## src/rtl/fetch_unit_if.sv

```systemverilog
// Bus bundle for the fetch stage: instruction-memory port, decode-side output
// stream and the redirect input from branch/jump resolution.
interface fetch_unit_if;
    // Handshakes: imem_req is always accepted, and imem_rvalid follows exactly
    // one cycle later. The out stream transfers an entry in any cycle where
    // out_valid && out_ready are both high. out_valid does not depend on out_ready.
    logic        imem_req;
    logic [31:0] imem_addr;
    logic        imem_rvalid;
    logic [31:0] imem_rdata;
    logic        out_valid;
    logic        out_ready;
    logic [31:0] out_instr;
    logic [31:0] out_pc;
    logic        redirect_valid;
    logic [31:0] redirect_pc;

    modport master (
        output imem_req, imem_addr, out_valid, out_instr, out_pc,
        input  imem_rvalid, imem_rdata, out_ready, redirect_valid, redirect_pc
    );

    modport slave (
        input  imem_req, imem_addr, out_valid, out_instr, out_pc,
        output imem_rvalid, imem_rdata, out_ready, redirect_valid, redirect_pc
    );
endinterface

```

## src/rtl/fetch_unit.sv

```systemverilog
// Instruction fetch: owns the PC, issues one-cycle-latency memory requests and
// buffers {pc, instr} pairs in a prefetch FIFO for decode; redirect flushes all.
module fetch_unit #(
    parameter int          DEPTH    = 4,
    parameter logic [31:0] RESET_PC = 32'h0000_0000
) (
    input logic          clk,
    input logic          rst,
    fetch_unit_if.master bus
);
    localparam int AW = $clog2(DEPTH);
    localparam int CW = AW + 2;

    logic [31:0]   fetch_pc;
    logic [31:0]   req_pc;
    logic          inflight;
    logic [AW:0]   count;
    logic [AW-1:0] rd_ptr;
    logic [AW-1:0] wr_ptr;
    logic [31:0]   fifo_pc    [DEPTH];
    logic [31:0]   fifo_instr [DEPTH];

    logic          req;
    logic          push;
    logic          pop;
    logic [CW-1:0] occupancy;

    // Slots already spoken for, after this cycle's pop frees one. Letting the
    // pop feed straight into the credit check is what keeps 1 instr/cycle.
    always_comb begin
        pop       = (count != '0) && bus.out_ready;
        occupancy = CW'(count) + CW'(inflight) - CW'(pop);
        push      = bus.imem_rvalid && inflight && !bus.redirect_valid;
        req       = !rst && !bus.redirect_valid && (occupancy < CW'(DEPTH));
    end

    assign bus.imem_req  = req;
    assign bus.imem_addr = fetch_pc;
    assign bus.out_valid = (count != '0);
    assign bus.out_pc    = fifo_pc[rd_ptr];
    assign bus.out_instr = fifo_instr[rd_ptr];

    always_ff @(posedge clk or posedge rst) begin
        if (rst) begin
            fetch_pc <= RESET_PC;
            req_pc   <= RESET_PC;
            inflight <= 1'b0;
            count    <= '0;
            rd_ptr   <= '0;
            wr_ptr   <= '0;
        end else if (bus.redirect_valid) begin
            fetch_pc <= bus.redirect_pc & ~32'h0000_0003;
            inflight <= 1'b0;
            count    <= '0;
            rd_ptr   <= '0;
            wr_ptr   <= '0;
        end else begin
            if (req) begin
                fetch_pc <= fetch_pc + 32'd4;
                req_pc   <= fetch_pc;
            end
            inflight <= req;
            if (push) wr_ptr <= wr_ptr + AW'(1);
            if (pop)  rd_ptr <= rd_ptr + AW'(1);
            if (push && !pop)
                count <= count + (AW+1)'(1);
            else if (!push && pop)
                count <= count - (AW+1)'(1);
        end
    end

    // Storage needs no reset: count gates every read of it.
    always_ff @(posedge clk) begin
        if (push) begin
            fifo_pc[wr_ptr]    <= req_pc;
            fifo_instr[wr_ptr] <= bus.imem_rdata;
        end
    end

    no_overflow: assert property (@(posedge clk) disable iff (rst)
        !(push && (count == (AW+1)'(DEPTH))));
endmodule

```

## src/flat_wrapper.sv

```systemverilog
// flat-port wrapper written by rule: the top's interface ports become plain ports
module fetch_unit_flat 
#(
    parameter int          DEPTH    = 4,
    parameter logic [31:0] RESET_PC = 32'h0000_0000
)
  (clk, rst, bus_imem_req, bus_imem_addr, bus_out_valid, bus_out_instr, bus_out_pc, bus_imem_rvalid, bus_imem_rdata, bus_out_ready, bus_redirect_valid, bus_redirect_pc);
  fetch_unit_if bus_i ();
  input logic clk;
  input logic rst;
  output wire logic [$bits(bus_i.imem_req)-1:0] bus_imem_req;
  output wire logic [$bits(bus_i.imem_addr)-1:0] bus_imem_addr;
  output wire logic [$bits(bus_i.out_valid)-1:0] bus_out_valid;
  output wire logic [$bits(bus_i.out_instr)-1:0] bus_out_instr;
  output wire logic [$bits(bus_i.out_pc)-1:0] bus_out_pc;
  input wire logic [$bits(bus_i.imem_rvalid)-1:0] bus_imem_rvalid;
  input wire logic [$bits(bus_i.imem_rdata)-1:0] bus_imem_rdata;
  input wire logic [$bits(bus_i.out_ready)-1:0] bus_out_ready;
  input wire logic [$bits(bus_i.redirect_valid)-1:0] bus_redirect_valid;
  input wire logic [$bits(bus_i.redirect_pc)-1:0] bus_redirect_pc;
  assign bus_imem_req = bus_i.imem_req;
  assign bus_imem_addr = bus_i.imem_addr;
  assign bus_out_valid = bus_i.out_valid;
  assign bus_out_instr = bus_i.out_instr;
  assign bus_out_pc = bus_i.out_pc;
  assign bus_i.imem_rvalid = bus_imem_rvalid;
  assign bus_i.imem_rdata = bus_imem_rdata;
  assign bus_i.out_ready = bus_out_ready;
  assign bus_i.redirect_valid = bus_redirect_valid;
  assign bus_i.redirect_pc = bus_redirect_pc;
  fetch_unit #(.DEPTH(DEPTH), .RESET_PC(RESET_PC)) u_core (.clk(clk), .rst(rst), .bus(bus_i));
endmodule
```

## config.mk

```make
export PLATFORM = sky130hd
export DESIGN_NAME = fetch_unit_flat
export DESIGN_NICKNAME = d
export VERILOG_FILES = /design/src/rtl/fetch_unit_if.sv /design/src/rtl/fetch_unit.sv /design/src/flat_wrapper.sv
export SDC_FILE = /design/constraint.sdc
export NUM_CORES = 1
export LEC_CHECK = 0
export CAP_MARGIN = 5
export CORE_MARGIN = 10
export CORE_UTILIZATION = 25
export DETAILED_ROUTE_END_ITERATION = 8
export PLACE_DENSITY_LB_ADDON = 0.3
export SLEW_MARGIN = 0
export SYNTH_ARGS = -nofsm -noshare
export SYNTH_HDL_FRONTEND = slang
export SYNTH_SLANG_ARGS = --single-unit
```

## constraint.sdc

```tcl
create_clock -name clk -period 2.8 [get_ports clk]
set_input_delay 0.28 -clock clk [delete_from_list [all_inputs] [get_ports clk]]
set_output_delay 0.28 -clock clk [all_outputs]
set_load 0.01 [all_outputs]
```

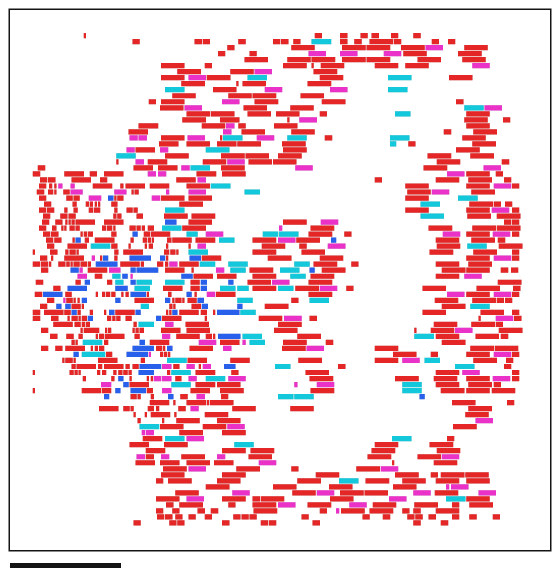
(images/sizing.png)
Bar = 50 µm.
[x6 and larger] cyan | cells: 70 | share: 7.6%
[x3 and x4] blue | cells: 57 | share: 6.2%
[x1 and smaller] red | cells: 681 | share: 74%
[x2] magenta | cells: 114 | share: 12%

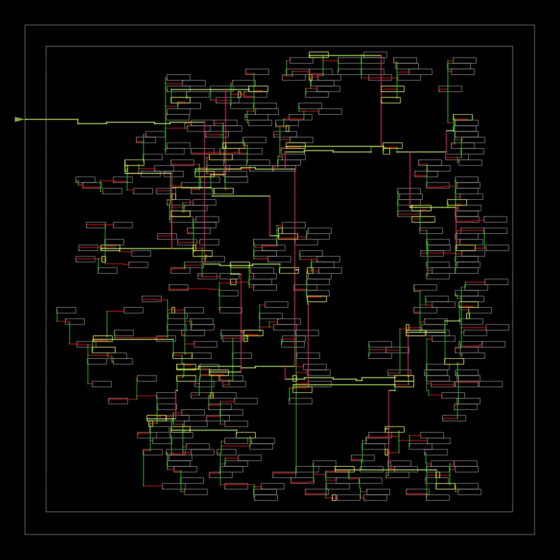
(images/clock_nets.png)
clock group power: 4.75 mW
Clock Latency Late Sink: 0.54 ns

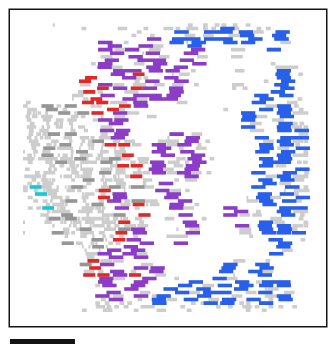
(images/ff_map.png)
Bar = 50 µm.
[`u_core.fifo_pc`] purple | flops: 120
[`u_core.req_pc`] red | flops: 30
[`u_core.fifo_instr`] blue | flops: 128
[`u_core.count`] cyan | flops: 3
not coloured: 35

==> results.txt <==
run results: worst reg2reg path startpoint u_core.count[2]$_DFFE_PP0P_, pwr/cell area 891.5 nW/µm², synthesized flop and latch total 316, die width 244.1 µm, pre-placement core utilization 25.19%, PnR worst setup slack -0.2026 ns, sw frac 27.50%, biggest cell delay along the critical path 0.51 ns, peak fanout along the critical path 8, area growth from synthesis to layout 35.12%, Async S/R FF share, synth 21.52%, clock root buffer clkbuf_16, total number of H-tree levels 2, number of enable-type register cells in the synthesized netlist 248, CTS sink cnt 316, final number of setup-violating endpoints 47, simple-gate share of the synthesized area 4.882%, slowest cell on the critical path or4_4, global-route wire length before repair 49210 µm, Placeable Area 49860 µm², static leakage 5.572 nW, maximum number of pins on one net before global-route repair 39, Logic family by area multiplexers, shortest clock period the worst path allows after layout 3.003 ns, y dimension of the die 244.1 µm, most used logic cell in the final layout edfxtp_1, final hold vios 0, number of buffers added to fix hold violations after cts 0, required arrival time at the worst endpoint 3.22 ns, number of different library cells in the post-synthesis netlist 56, TritonRoute pass-1 iters 5, run status finished with violations, Syn Area/Cell 18.66 µm², aggregate global routing overflow 0, arrival time of data at the critical path endpoint 3.42 ns, pin slew with the least headroom to its limit 0.5611 ns, kind of capture point of the worst setup path flop, Post-synth mux share 14.16%, CTS tree done, Setup crit start kind flop, nets 974, setup slack, reg-to-reg -0.20 ns, failing checks negative setup slack, OpenROAD warning count 34, pre-CTS worst setup slack -0.4589 ns, number of gates on the worst path with buffers counted 11, initial DRC count 453, complex-gate fraction of the synthesized area 3.955%, number of rows created at floorplan 82, switching power summed over all nets 4.160 mW, RD Place Congestion 0.7460, most frequent cells in the layout edfxtp_1 (248), clkdlybuf4s50_1 (159), dfrtp_1 (66), mux4_2 (62), clkbuf_16 (41), Mapped Area 12560 µm², Yosys warning count 0, Critical Path Sink u_core.req_pc[29]$_DFFE_PP0P_, capture point of the worst reg-to-reg path u_core.req_pc[29]$_DFFE_PP0P_, Worst Hold Class input port to asynchronous set/reset pin, vias after detailed routing 6952, I/O pin cnt 167, part of the power in registers 40.9%, worst-case vdd ir drop 396.8 µV, synthesized-area fraction occupied by xor and xnor cells 1.325%, fmax 333.0 MHz, length in cells of the worst reg-to-reg path 11, buffers plus inverters on the worst setup path 4, Detailed Place HPWL 22150 µm, Hold Slack 0.2465 ns, number of standard cells in the layout, taps in and fillers out 1594, die area 59600 µm², initial antenna violation count 0, overall routed net length 33250 µm, number of antenna-violating nets in the routed design 0, chip area from the yosys synthesis statistics 12560 µm², adder and majority gate portion of the synthesized area 0.9565%, Ant. Diodes 0, Clk network pwr share 31.4%, DR WL/cell 20.86 µm, CTS max path bufs 3
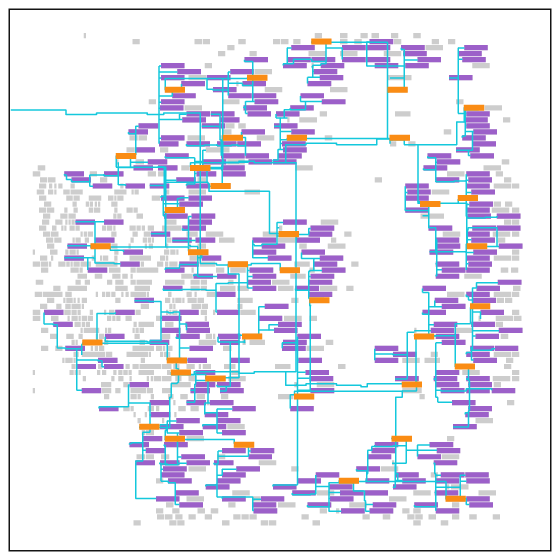
(images/clock_wires.png)
[clock wires] cyan | length: 4220 µm
[clock-net drivers] orange | count: 37
[flip-flops] purple | count: 316
routed clock nets: 38

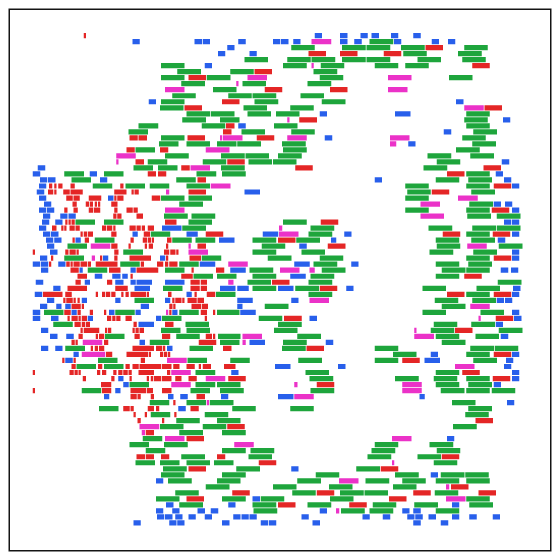
(images/class_map.png)
[remaining buffers and delay cells] blue | cells: 218
[remaining logic cells] red | cells: 323
[registers] green | cells: 316
[clock drivers and dummy loads] magenta | cells: 65

state kept, by name (all words and copies together), names as in the netlist:
register / flops
u_core.fifo_instr: 128
u_core.fifo_pc: 120
u_core.bus.imem_addr: 30
u_core.req_pc: 30
u_core.count: 3
u_core.rd_ptr: 2
u_core.wr_ptr: 2
u_core.inflight: 1
metal layers:
layer,vias up,share of wire (%),track usage (%)
met4,0,1.6,2.594
li1,3132,-,-
met3,39,5.8,3.325
met2,176,47,17.05
met1,3605,46,14.61
met5,-,0,0
cell type report:
class,count,area (µm²)
multi-input combinational,309,3387
clock buffer,44,994.7
tap,672,840.8
inverter,14,52.55
timing repair buffer,218,2331
clock inverter,21,206.4
sequential,316,9156
fill,4821,32890
power by group through the flow:
stage	sequential, mW	clock, mW	combinational [mW]
6_report	6.19	4.75	4.20
3_5_place_dp	6.38	0	3.91
2_1_floorplan	6.10	0	2.12
3_3_place_gp	6.35	0	3.88
4_1_cts	6.19	4.91	4.18
5_1_grt	6.26	5.12	4.55
cells by family after synthesis:
family / after synthesis
simple gates: 118
mux: 96
other cells: 1
fa+ha+maj: 9
flops: 316
compound gates: 63
buf+inv: 51
xor+xnor: 19
worst min path at each step:
stage	slack [ns]	to	cells after the start
6_report	0.25	u_core.bus.imem_addr[16]$_DFFE_PP0P_	2
4_1_cts	0.20	u_core.bus.imem_addr[16]$_DFFE_PP0P_	2
5_1_grt	0.23	u_core.bus.imem_addr[16]$_DFFE_PP0P_	2
2_1_floorplan	0.38	u_core.fifo_instr[0][0]$_DFFE_PP_	0
3_5_place_dp	0.51	u_core.fifo_pc[0][8]$_DFFE_PP_	0
3_3_place_gp	0.50	u_core.fifo_pc[2][5]$_DFFE_PP_	0
synthesized netlist by cell type (all sizes together) (2+ instances only):
cell type    n  area [µm²]
o31ai        2       15.01
a21oi        4       23.77
nor3         7       35.03
and2         6       37.54
or3          5       31.28
o21ai       16       80.08
and3         4       25.02
and4         5       45.04
a21o         3       22.52
nand2       27       101.4
buf         21       118.9
dfrtp       68        1702
xnor2       15       131.4
nand2b       2       12.51
a211oi       7       57.55
clkbuf      16       60.06
o311ai       6       52.55
nand3       19       95.09
nand4b       2       17.52
or4          4       30.03
mux2        33       371.6
inv         14       52.55
edfxtp     248        7447
nor2        24       90.09
o31a         2       17.52
xor2         4       35.03
a31oi       11       68.82
a2111oi      7       117.6
or2          2       12.51
nand4        7       50.05
ha           8       100.1
mux4        62        1396
through the flow:
step | setup TNS (ns) | instance area, µm² | util, %
after floorplan | -5.243 | 12680 | -
after global placement | -19.75 | 15510 | 31.10
after detailed placement | -21.91 | 15510 | 31.10
after CTS | -7.636 | 16830 | 33.75
after global routing | -11.26 | 16970 | 34.03
final | -5.967 | 16970 | 34.03
what timing repair did:
action                                 4_1_cts  5_1_grt
buffers inserted                             4        2
pin swaps                                    1        4
setup endpoints to repair                  116       60
cloned                                       0        3
endpoints found under the hold margin        0        0
resized                                     14       11
No activity file was given, so power comes from the tool's default toggle rates.
